run_1/final_congestion.png
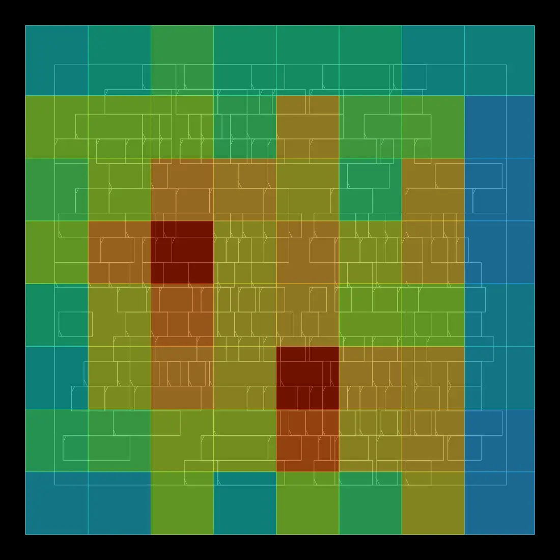
run_1/gate_families.png
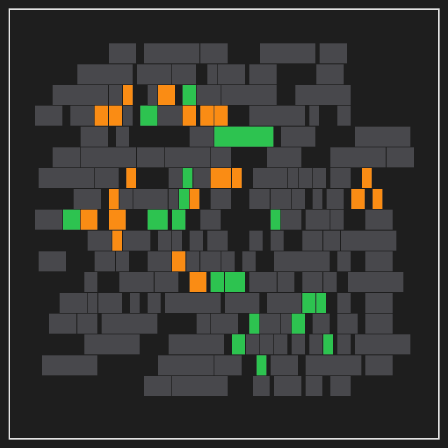
run_1/cell_classes.png
The bar under the picture is 20 um long.
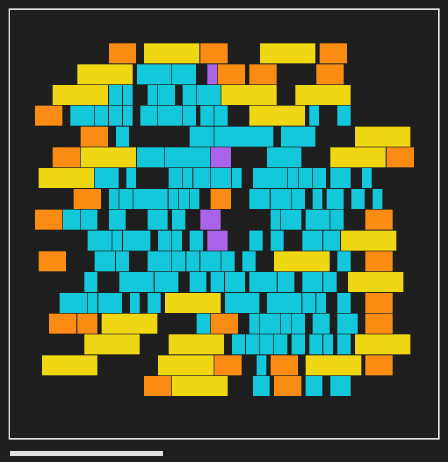
**config.mk**
```make
export PLATFORM = sky130hd
export DESIGN_NAME = gold_seq_scheduler
export DESIGN_NICKNAME = d
export VERILOG_FILES = /design/src/rtl/gold_seq_scheduler.sv
export SDC_FILE = /design/constraint.sdc
export NUM_CORES = 1
export LEC_CHECK = 0
export ABC_CLOCK_PERIOD_IN_PS = 2700
export CORE_MARGIN = 3
export CORE_UTILIZATION = 50
export DETAILED_ROUTE_END_ITERATION = 7
export MAX_ROUTING_LAYER = met4
export PLACE_DENSITY = 0.84
export SLEW_MARGIN = 20
export SYNTH_ARGS = -nofsm -noshare
export SYNTH_HDL_FRONTEND = slang
export SYNTH_SLANG_ARGS = --single-unit
```
**constraint.sdc**
```tcl
create_clock -name clk -period 2.7 [get_ports clk]
set_clock_uncertainty 0.1 [all_clocks]
set_input_delay 0.27 -clock clk [delete_from_list [all_inputs] [get_ports clk]]
set_output_delay 0.27 -clock clk [all_outputs]
set_load 0.05 [all_outputs]
```
**src/rtl/gold_seq_scheduler.sv**
```systemverilog
// Sequencer for the Gold-code generator: load pulse, chip/epoch tracking,
// and output-select changes committed only on code-period boundaries.
//
// state   | meaning
// --------+-----------------------------------------------------------
// ST_IDLE | generator held in load, select changes applied immediately
// ST_LOAD | load_gold_n held low for LOAD_CYCLES cycles
// ST_RUN  | generator free-running, chip_idx counts through the period
module gold_seq_scheduler #(
    parameter int LFSR_LEN       = 5,
    parameter int LOAD_CYCLES    = 1,
    parameter int EPOCHS_PER_SEL = 4
) (
    input  logic                clk,
    input  logic                rst,
    input  logic                start,
    input  logic                stop,
    input  logic                auto_rot,
    input  logic                sel_req,
    input  logic                sel_val,
    output logic                sel_ack,
    output logic                load_gold_n,
    output logic                mux_sel,
    output logic [LFSR_LEN-1:0] chip_idx,
    output logic                epoch_start,
    output logic [7:0]          epoch_cnt,
    output logic                busy
);

    localparam int LD_W  = (LOAD_CYCLES > 1) ? $clog2(LOAD_CYCLES) : 1;
    localparam int ROT_W = (EPOCHS_PER_SEL > 1) ? $clog2(EPOCHS_PER_SEL) : 1;
    localparam logic [LFSR_LEN-1:0] CHIP_LAST = LFSR_LEN'((1 << LFSR_LEN) - 2);
    localparam logic [LD_W-1:0]     LD_INIT   = LD_W'(LOAD_CYCLES - 1);
    localparam logic [ROT_W-1:0]    ROT_INIT  = ROT_W'(EPOCHS_PER_SEL - 1);

    typedef enum logic [1:0] {ST_IDLE, ST_LOAD, ST_RUN} state_t;

    state_t              state, state_nx;
    logic [LD_W-1:0]     load_cnt, load_cnt_nx;
    logic [ROT_W-1:0]    rot_cnt, rot_cnt_nx;
    logic                stop_pend, stop_pend_nx;
    logic                sel_ack_nx, load_gold_n_nx, mux_sel_nx, epoch_start_nx, busy_nx;
    logic [LFSR_LEN-1:0] chip_idx_nx;
    logic [7:0]          epoch_cnt_nx;
    logic                boundary, sel_pend, stop_any;

    always_comb begin
        // sel_req is still high during its own ack cycle; don't commit it twice
        sel_pend = sel_req & ~sel_ack;
        stop_any = stop_pend | stop;
        boundary = (state == ST_RUN) && (chip_idx == CHIP_LAST);
    end

    always_ff @(posedge clk) begin
        if (rst) begin
            state <= ST_IDLE;
        end else begin
            state <= state_nx;
        end
    end

    always_comb begin
        state_nx = state;
        case (state)
            ST_IDLE: if (start) state_nx = ST_LOAD;
            ST_LOAD: if (load_cnt == '0) state_nx = ST_RUN;
            ST_RUN:  if (boundary && stop_any) state_nx = ST_IDLE;
            default: state_nx = ST_IDLE;
        endcase
    end

    always_comb begin
        load_cnt_nx    = load_cnt;
        rot_cnt_nx     = rot_cnt;
        stop_pend_nx   = stop_pend;
        chip_idx_nx    = chip_idx;
        epoch_cnt_nx   = epoch_cnt;
        mux_sel_nx     = mux_sel;
        sel_ack_nx     = 1'b0;
        epoch_start_nx = 1'b0;
        load_gold_n_nx = (state_nx == ST_RUN);
        busy_nx        = (state_nx != ST_IDLE);
        case (state)
            ST_IDLE: begin
                stop_pend_nx = 1'b0;
                chip_idx_nx  = '0;
                if (sel_pend) begin
                    mux_sel_nx = sel_val;
                    sel_ack_nx = 1'b1;
                    rot_cnt_nx = ROT_INIT;
                end
                if (start) begin
                    load_cnt_nx  = LD_INIT;
                    epoch_cnt_nx = '0;
                    rot_cnt_nx   = ROT_INIT;
                end
            end
            ST_LOAD: begin
                if (stop) stop_pend_nx = 1'b1;
                if (sel_pend) begin
                    mux_sel_nx = sel_val;
                    sel_ack_nx = 1'b1;
                    rot_cnt_nx = ROT_INIT;
                end
                if (load_cnt == '0) begin
                    chip_idx_nx    = '0;
                    epoch_start_nx = 1'b1;
                end else begin
                    load_cnt_nx = load_cnt - LD_W'(1);
                end
            end
            ST_RUN: begin
                if (stop) stop_pend_nx = 1'b1;
                chip_idx_nx = chip_idx + LFSR_LEN'(1);
                if (boundary) begin
                    chip_idx_nx  = '0;
                    epoch_cnt_nx = epoch_cnt + 8'd1;
                    if (sel_pend) begin
                        mux_sel_nx = sel_val;
                        sel_ack_nx = 1'b1;
                        rot_cnt_nx = ROT_INIT;
                    end else if (rot_cnt == '0) begin
                        // terminal count saturates until auto_rot allows a toggle
                        if (auto_rot) begin
                            mux_sel_nx = ~mux_sel;
                            rot_cnt_nx = ROT_INIT;
                        end
                    end else begin
                        rot_cnt_nx = rot_cnt - ROT_W'(1);
                    end
                    if (stop_any) begin
                        stop_pend_nx = 1'b0;
                    end else begin
                        epoch_start_nx = 1'b1;
                    end
                end
            end
            default: ;
        endcase
    end

    always_ff @(posedge clk) begin
        if (rst) begin
            load_cnt    <= '0;
            rot_cnt     <= ROT_INIT;
            stop_pend   <= 1'b0;
            chip_idx    <= '0;
            epoch_cnt   <= '0;
            mux_sel     <= 1'b0;
            sel_ack     <= 1'b0;
            epoch_start <= 1'b0;
            load_gold_n <= 1'b0;
            busy        <= 1'b0;
        end else begin
            load_cnt    <= load_cnt_nx;
            rot_cnt     <= rot_cnt_nx;
            stop_pend   <= stop_pend_nx;
            chip_idx    <= chip_idx_nx;
            epoch_cnt   <= epoch_cnt_nx;
            mux_sel     <= mux_sel_nx;
            sel_ack     <= sel_ack_nx;
            epoch_start <= epoch_start_nx;
            load_gold_n <= load_gold_n_nx;
            busy        <= busy_nx;
        end
    end

endmodule

```
==> results.txt, run 1 <==
fresh numbers from the pnr run: outcome completed, IO Pins 25, vias in the first global route 1100, Nets 188, syn_area_per_cell 8.45 um^2, reg2reg start state[0]$_SDFF_PP0_, Comb. pwr 0.192 mW, total congestion overflow 0, Post-synth seq share 36.8%, antenna violations before repair 0, CTS Hold Buffers Added 0, DR top layer met4, Comb area 727 um^2, clock network power 0.154 mW, Tmin final 2160 ps, Cells after Synth 148, endpoints failing hold 0, placement-stage cell area 0.00152 mm^2, die area 0.00314 mm^2, Slew Limit Headroom 54.4%, HP Class flip-flop to flip-flop, Clock Tree Root clkbuf_4, top area contributor share 36.8%, H-tree depth 1, tool warnings 30, synth cell count leaders dfxtp_1, a21oi_1, o21ai_0, inv_1, clock transition at the registers of the reported paths 120 ps, Die Span X 56 um, Met2 Wirelength 1260 um, worst slew pin tran 676 ps, # Cells Yosys 148, CP Data Arrival Time 2300 ps, Fin Hold WS 399 ps, Startpoint Class flip-flop, Clock Sinks 23, main flop type dfxtp_1
Back to the opening pictures, final_congestion.png:
grt met3 use: 2.32%
Total GRT Usage: 18.8%
GRT met2 Usage: 28.7%
M1 GR Usage: 25.1%
Routed wire per std cell: 13.9 um

Back to the opening pictures, gate_families.png:
Orange shows NOR gates, cells 20, most used nor2_1. Green shows NAND gates, cells 18, most used nand2_1.
Layout Cells excl Fill: 200
most numerous logic cell after layout: clkdlybuf4s50_1
fraction of area in multi-input gates: 47.2%

Back to the opening pictures, cell_classes.png:
Yellow shows flip-flops, cells 23, share of their area 31%. Cyan shows all other logic, cells 119, share of their area 51%. Purple shows clock drivers and dummy loads, cells 4, share of their area 1.7%. Orange shows other buffers and delay cells, cells 26, share of their area 17%.
core area: 0.00230 mm^2
Std-Cell Rows: 17

[run 1: worst max-delay path: stages, from the launching register on]
cell     delay, ps
dfxtp_1        460
inv_1          120
ha_1           300
mux2i_1        170
a21o_1         290
or4_1          510
a21oi_1        150
[run 1: flip-flops by register name, summed over array words and instances (netlist names), 2 cells and up]
register / cells
epoch_cnt: 8
chip_idx: 5
state: 2
rot_cnt: 2
[run 1: cell usage in the layout, fill, tap and decap left out, types with 2 or more instances in the layout]
cell type	instances
a21boi_0	2
a21oi_1	18
a2bb2oi_1	2
buf_4	2
clkbuf_4	3
clkdlybuf4s50_1	24
dfxtp_1	23
ha_1	8
inv_1	10
nand2_1	7
nand3_1	6
nand3b_1	2
nor2_1	8
nor2b_1	2
nor3_1	7
nor4_1	2
o211ai_1	2
o21ai_0	11
o31ai_1	2
or3_1	5
or4_1	3
xor2_1	3
[run 1: final timing paths]
check        slack, ps  cells past startpoint                   endpoint
min reg2reg        400                      1    rot_cnt[1]$_SDFFE_PP1P_
min                400                      1    rot_cnt[1]$_SDFFE_PP1P_
max reg2reg        540                      6  epoch_cnt[7]$_SDFFE_PP0P_
max                540                      6  epoch_cnt[7]$_SDFFE_PP0P_
[run 1: area by class of cell]
type	instances	share of cell area, %
repair buffers	26	16.6
flip-flops and latches	23	29.9
multi-input cells	109	47.2
clock buffers	4	1.70
inverters	10	2.44
well taps	28	2.27
[run 1: logic make-up after synthesis]
family	Yosys count	share of synthesized area (%)
compound gates	48	24.8
xor+xnor	4	2.80
fa+ha+maj	8	8.01
buf+inv	16	5.01
flops	23	36.8
mux	1	0.801
simple gates	48	21.7
==> run 1 -> run 2 <==
--- a/config.mk
+++ b/config.mk
@@ -5,7 +5,7 @@
 export SDC_FILE = /design/constraint.sdc
 export NUM_CORES = 1
 export LEC_CHECK = 0
-export ABC_CLOCK_PERIOD_IN_PS = 2700
+export ABC_CLOCK_PERIOD_IN_PS = 2000
 export CORE_MARGIN = 3
 export CORE_UTILIZATION = 50
 export DETAILED_ROUTE_END_ITERATION = 7
==> constraint.sdc (replaced) <==
create_clock -name clk -period 2 [get_ports clk]
set_clock_uncertainty 0.1 [all_clocks]
set_input_delay 0.2 -clock clk [delete_from_list [all_inputs] [get_ports clk]]
set_output_delay 0.2 -clock clk [all_outputs]
set_load 0.05 [all_outputs]
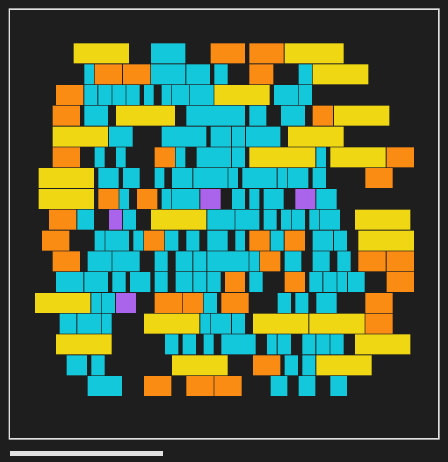
run_2/cell_classes.png
The bar under the picture is 20 um long.
Cyan shows all other logic, cells 119, share of their area 48%. Purple shows clock drivers and dummy loads, cells 4, share of their area 1.7%. Yellow shows flip-flops, cells 23, share of their area 29%. Orange shows other buffers and delay cells, cells 35, share of their area 21%.

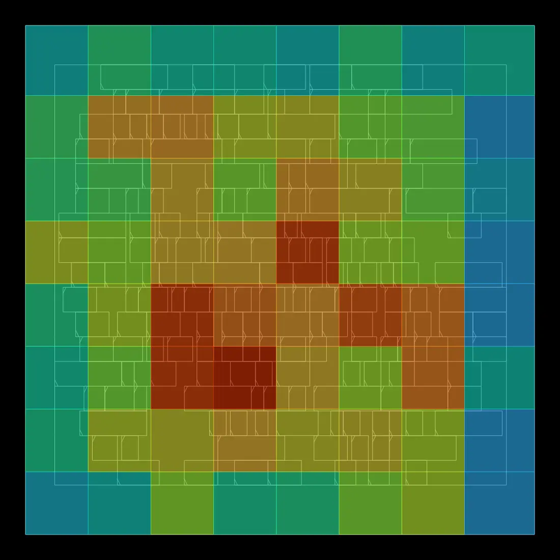
run_2/final_congestion.png
Total GRT Usage: 20.1%
final core occ: 70.9%
gr busiest metal: met2
GRT met2 Usage: 35.1%

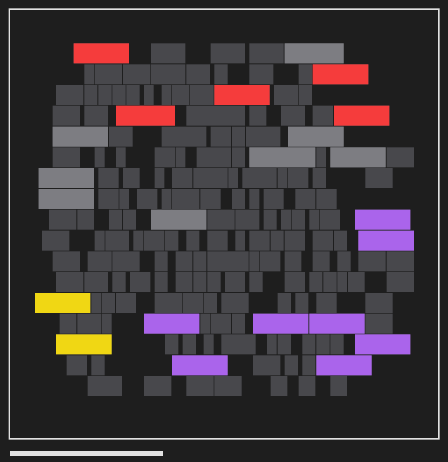
run_2/registers.png
The bar under the picture is 20 um long.
Red shows `chip_idx`, sequential cells 5. Purple shows `epoch_cnt`, sequential cells 8. Yellow shows `rot_cnt`, sequential cells 2.

==> run 2 against run 1 <==
  * Combinational power is 56% higher
  * Critical endpoint is now chip_idx[0]
  * Critical path depth is 5 lower
  * Synthesized area stayed put
  * Design area is 5.6% higher
  * Sequential cell count stayed put
  * Count of clock-buffer cells in the layout is 1 lower
  * Synthesized cell count stayed put
  * Via count is 4.9% higher
  * Power is 43% higher
  * Die area stayed put
  * Utilization is 3.8 points higher
  * First-iteration DRC count stayed put
==> results.txt, run 2 <==
fresh numbers from the pnr run: outcome completed, Met2 Wirelength 1500 um (+19%), Clock Tree Root clkbuf_4, worst-path cell chain clkdlybuf4s50_1, DR top layer met4, Startpoint Class flip-flop, Std-Cell Rows 17 (unchanged), Slew Limit Headroom 66.4% (+12 points), Routed wire per std cell 14.6 um (+4.6%), max reg flops 8 (unchanged), Die Span X 56 um (unchanged), total congestion overflow 0 (unchanged), clock transition at the registers of the reported paths 130 ps (about the same), Cells after Synth 148 (unchanged), Fin Hold WS 390 ps (-9.12 ps), slowest stage delay, CP 840 ps (+330 ps), H-tree depth 1 (unchanged), die area 0.00314 mm^2 (unchanged), antenna violations before repair 0 (unchanged), CP Data Arrival Time 1590 ps (-710 ps), syn_area_per_cell 8.45 um^2 (unchanged), CP max stage cell clkdlybuf4s50_1, Top reg by flops epoch_cnt, main flop type dfxtp_1, most numerous logic cell after layout clkdlybuf4s50_1, Post-synth seq share 36.8% (unchanged), Layout Cells excl Fill 209 (+4.5%), Nets 197 (+4.8%), Largest regs epoch_cnt (8), chip_idx (5), Tmin final 1890 ps, M1 GR Usage 23.3% (-1.8 points), top area contributor share 36.8% (unchanged), endpoints failing hold 0 (unchanged), grt met3 use 4.18% (+1.9 points), core area 0.00230 mm^2 (unchanged), vias in the first global route 1139 (+3.5%), largest delay contributor family on the critical path buffers and inverters, # Cells Yosys 148 (unchanged), Critical path buffers and inverters 1 (unchanged), Clock Sinks 23 (unchanged)
[run 2: cell counts after synthesis]
Identical to the previous run, type by type.
[run 2: logic make-up after synthesis]
family / after synthesis / share of synthesized area, %
buffers and inverters: 16 / 5.01
DFF: 23 / 36.8
xor gates and xnor gates: 4 / 2.80
AOI/OAI and AO/OA: 48 / 24.8
muxes: 1 / 0.801
and+or+nand+nor: 48 / 21.7
adders and majority gates: 8 / 8.01
[run 2: path summary, 6_finish.rpt]
check | startpoint | endpoint | slack, ps | depth (start not counted)
worst max-delay path | chip_idx[0]$_SDFFE_PP0N_ | chip_idx[0] | 110 | 1
worst min register to register | rot_cnt[1]$_SDFFE_PP1P_ | rot_cnt[1]$_SDFFE_PP1P_ | 390 | 1
worst min-delay path | rot_cnt[1]$_SDFFE_PP1P_ | rot_cnt[1]$_SDFFE_PP1P_ | 390 | 1
worst max register to register | chip_idx[0]$_SDFFE_PP0N_ | epoch_cnt[5]$_SDFFE_PP0P_ | 120 | 6
[run 2: cell type report]
cell class | instances | share of cell area, %
Inverter | 10 | 2.31
Clock inverter | 1 | 0.307
Multi-Input combinational cell | 109 | 45.1
Tap cell | 28 | 2.15
Clock buffer | 3 | 1.38
Timing Repair Buffer | 35 | 20.1
Sequential cell | 23 | 28.7
[run 2: repair_timing]
| item | in CTS | in global routing |
|---|---|---|
| hold buffers | 0 | 0 |
| resized | 1 | 7 |
| setup endpoints to repair | 1 | 7 |
| pin swaps | 0 | 0 |
[run 2: power groups by stage]
stage	Clock [mW]	Combinational (mW)	Sequential [mW]
after global placement	0	0.282	0.505
after floorplan	0	0.142	0.550
after detailed placement	0	0.289	0.508
after CTS	0.228	0.292	0.497
final	0.227	0.300	0.498
after global routing	0.246	0.323	0.501
==> run 2 -> run 3 <==
--- a/config.mk
+++ b/config.mk
@@ -11,6 +11,7 @@
 export DETAILED_ROUTE_END_ITERATION = 7
 export MAX_ROUTING_LAYER = met4
 export PLACE_DENSITY = 0.84
+export SKIP_LAST_GASP = 1
 export SLEW_MARGIN = 20
 export SYNTH_ARGS = -nofsm -noshare
 export SYNTH_HDL_FRONTEND = slang
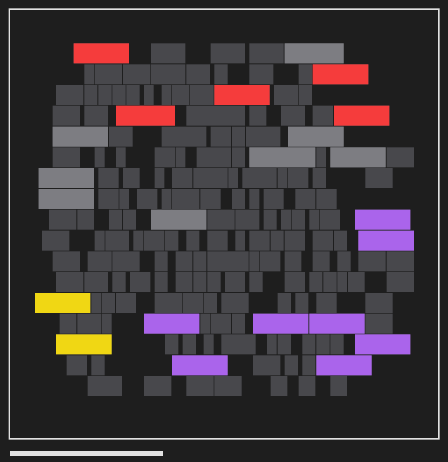
run_3/registers.png
The bar under the picture is 20 um long.
flop share of the area: 28.7%
P_seq: 0.498 mW
storage element area: 467 um^2

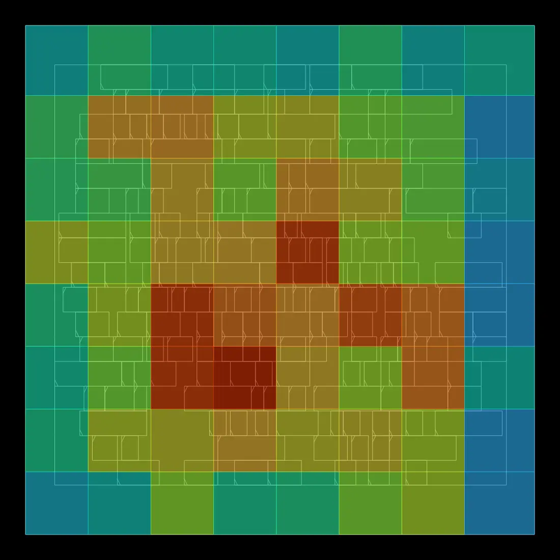
run_3/final_congestion.png
Routed wire per std cell: 14.6 um
grt met3 use: 4.18%

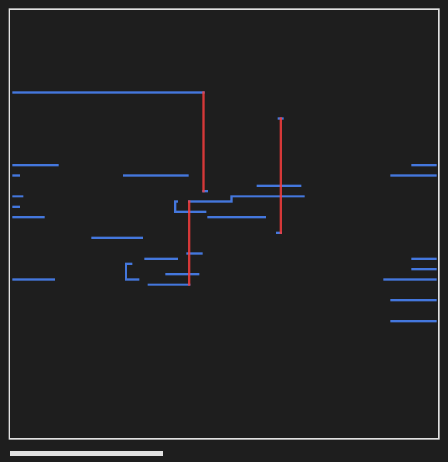
run_3/metal_stack.png
The bar under the picture is 20 um long. Two of the layers only.
Blue shows met3, wire length 144 um. Red shows met4, wire length 38.8 um.

==> run 3 against run 2 <==
  * Fmax unchanged
  * Largest cell class unchanged
  * Synthesized cell count unchanged
  * Global-route usage unchanged
  * Via count unchanged
==> results.txt, run 3 <==
fresh numbers from the pnr run: total congestion overflow 0 (unchanged), CTS Hold Buffers Added 0 (unchanged), top area contributor share 36.8% (unchanged), Main logic family AND-OR/OR-AND gates, Tmin final 1890 ps (unchanged), Die Span X 56 um (unchanged), Yosys reg bits 23, die area 0.00314 mm^2 (unchanged), adder share 8.01% (unchanged), main flop type dfxtp_1, FILL cells 203, XOR/XNOR Area Share 2.80% (unchanged), simple-gate share of the synthesized area 21.7% (unchanged), # Cells Yosys 148 (unchanged), Largest regs epoch_cnt (8), chip_idx (5), Fin Hold WS 390 ps (unchanged), Met2 Wirelength 1500 um (unchanged), CP max stage cell clkdlybuf4s50_1, syn_area_per_cell 8.45 um^2 (unchanged), endpoints failing hold 0 (unchanged), largest delay contributor family on the critical path buffers and inverters, worst-path cell chain clkdlybuf4s50_1, core area 0.00230 mm^2 (unchanged), Slew Limit Headroom 66.4% (unchanged), DR top layer met4, Critical path buffers and inverters 1 (unchanged), Clock Sinks 23 (unchanged), outcome completed, Post-synth seq share 36.8% (unchanged), CTS tree yes, Nets 197 (unchanged), antenna violations before repair 0 (unchanged), max reg flops 8 (unchanged), top cells by area, synth dfxtp_1, ha_1, a21oi_1, Top reg by flops epoch_cnt, most numerous logic cell after layout clkdlybuf4s50_1, Layout Cells excl Fill 209 (unchanged), yosys aoi share 24.8% (unchanged), DRT iter0 DRCs 39, post-CTS sizing 1 (unchanged), Setup TNS 0 ps, Total GRT Usage 20.1% (unchanged), CP Data Arrival Time 1590 ps (about the same), Inst Count DP 205, Startpoint Class flip-flop, H-tree depth 1 (unchanged), Cells after Synth 148 (unchanged)
==> run 3: cell counts in the layout (fill, tap and decap cells not counted) <==
No cell type changed its count.
==> run 3: power by group through the flow <==
stage / combinational, mW / clock [mW] / sequential, mW
6_report: 0.300 / 0.227 / 0.498
2_1_floorplan: 0.142 / 0 / 0.550
3_5_place_dp: 0.289 / 0 / 0.508
5_1_grt: 0.323 / 0.246 / 0.501
4_1_cts: 0.292 / 0.228 / 0.497
3_3_place_gp: 0.282 / 0 / 0.505
==> run 3: cell type report <==
cell class                      count  area [um^2]  share of cell area (%)
Sequential cell                    23          467                    28.7
Clock buffer                        3         22.5                    1.38
Timing Repair Buffer               35          327                    20.1
Inverter                           10         37.5                    2.31
Multi-Input combinational cell    109          734                    45.1
Clock inverter                      1         5.00                   0.307
Tap cell                           28         35.0                    2.15
==> run 3: routing by layer <==
metal | vias to the layer above | track usage (%)
met2 | 37 | 35.1
met4 | 0 | 5.08
li1 | 610 | -
met1 | 582 | 23.3
met5 | - | -
met3 | 6 | 4.18
==> run 3: path summary, 6_finish.rpt <==
check	slack [ps]	to	from	cells after the start
max reg2reg	120	epoch_cnt[5]$_SDFFE_PP0P_	chip_idx[0]$_SDFFE_PP0N_	6
min reg2reg	390	rot_cnt[1]$_SDFFE_PP1P_	rot_cnt[1]$_SDFFE_PP1P_	1
max	110	chip_idx[0]	chip_idx[0]$_SDFFE_PP0N_	1
min	390	rot_cnt[1]$_SDFFE_PP1P_	rot_cnt[1]$_SDFFE_PP1P_	1
==> run 3: kinds of logic (layout without fill, tap and decap cells) <==
| kind of cell | after synthesis | after routing |
|---|---|---|
| fa+ha+maj | 8 | 8 |
| compound gates | 48 | 48 |
| mux | 1 | 1 |
| flops | 23 | 23 |
| buf+inv | 16 | 49 |
| xor+xnor | 4 | 4 |
| simple gates | 48 | 48 |
Power figures rest on the tool's default switching activity, not on a simulated workload.
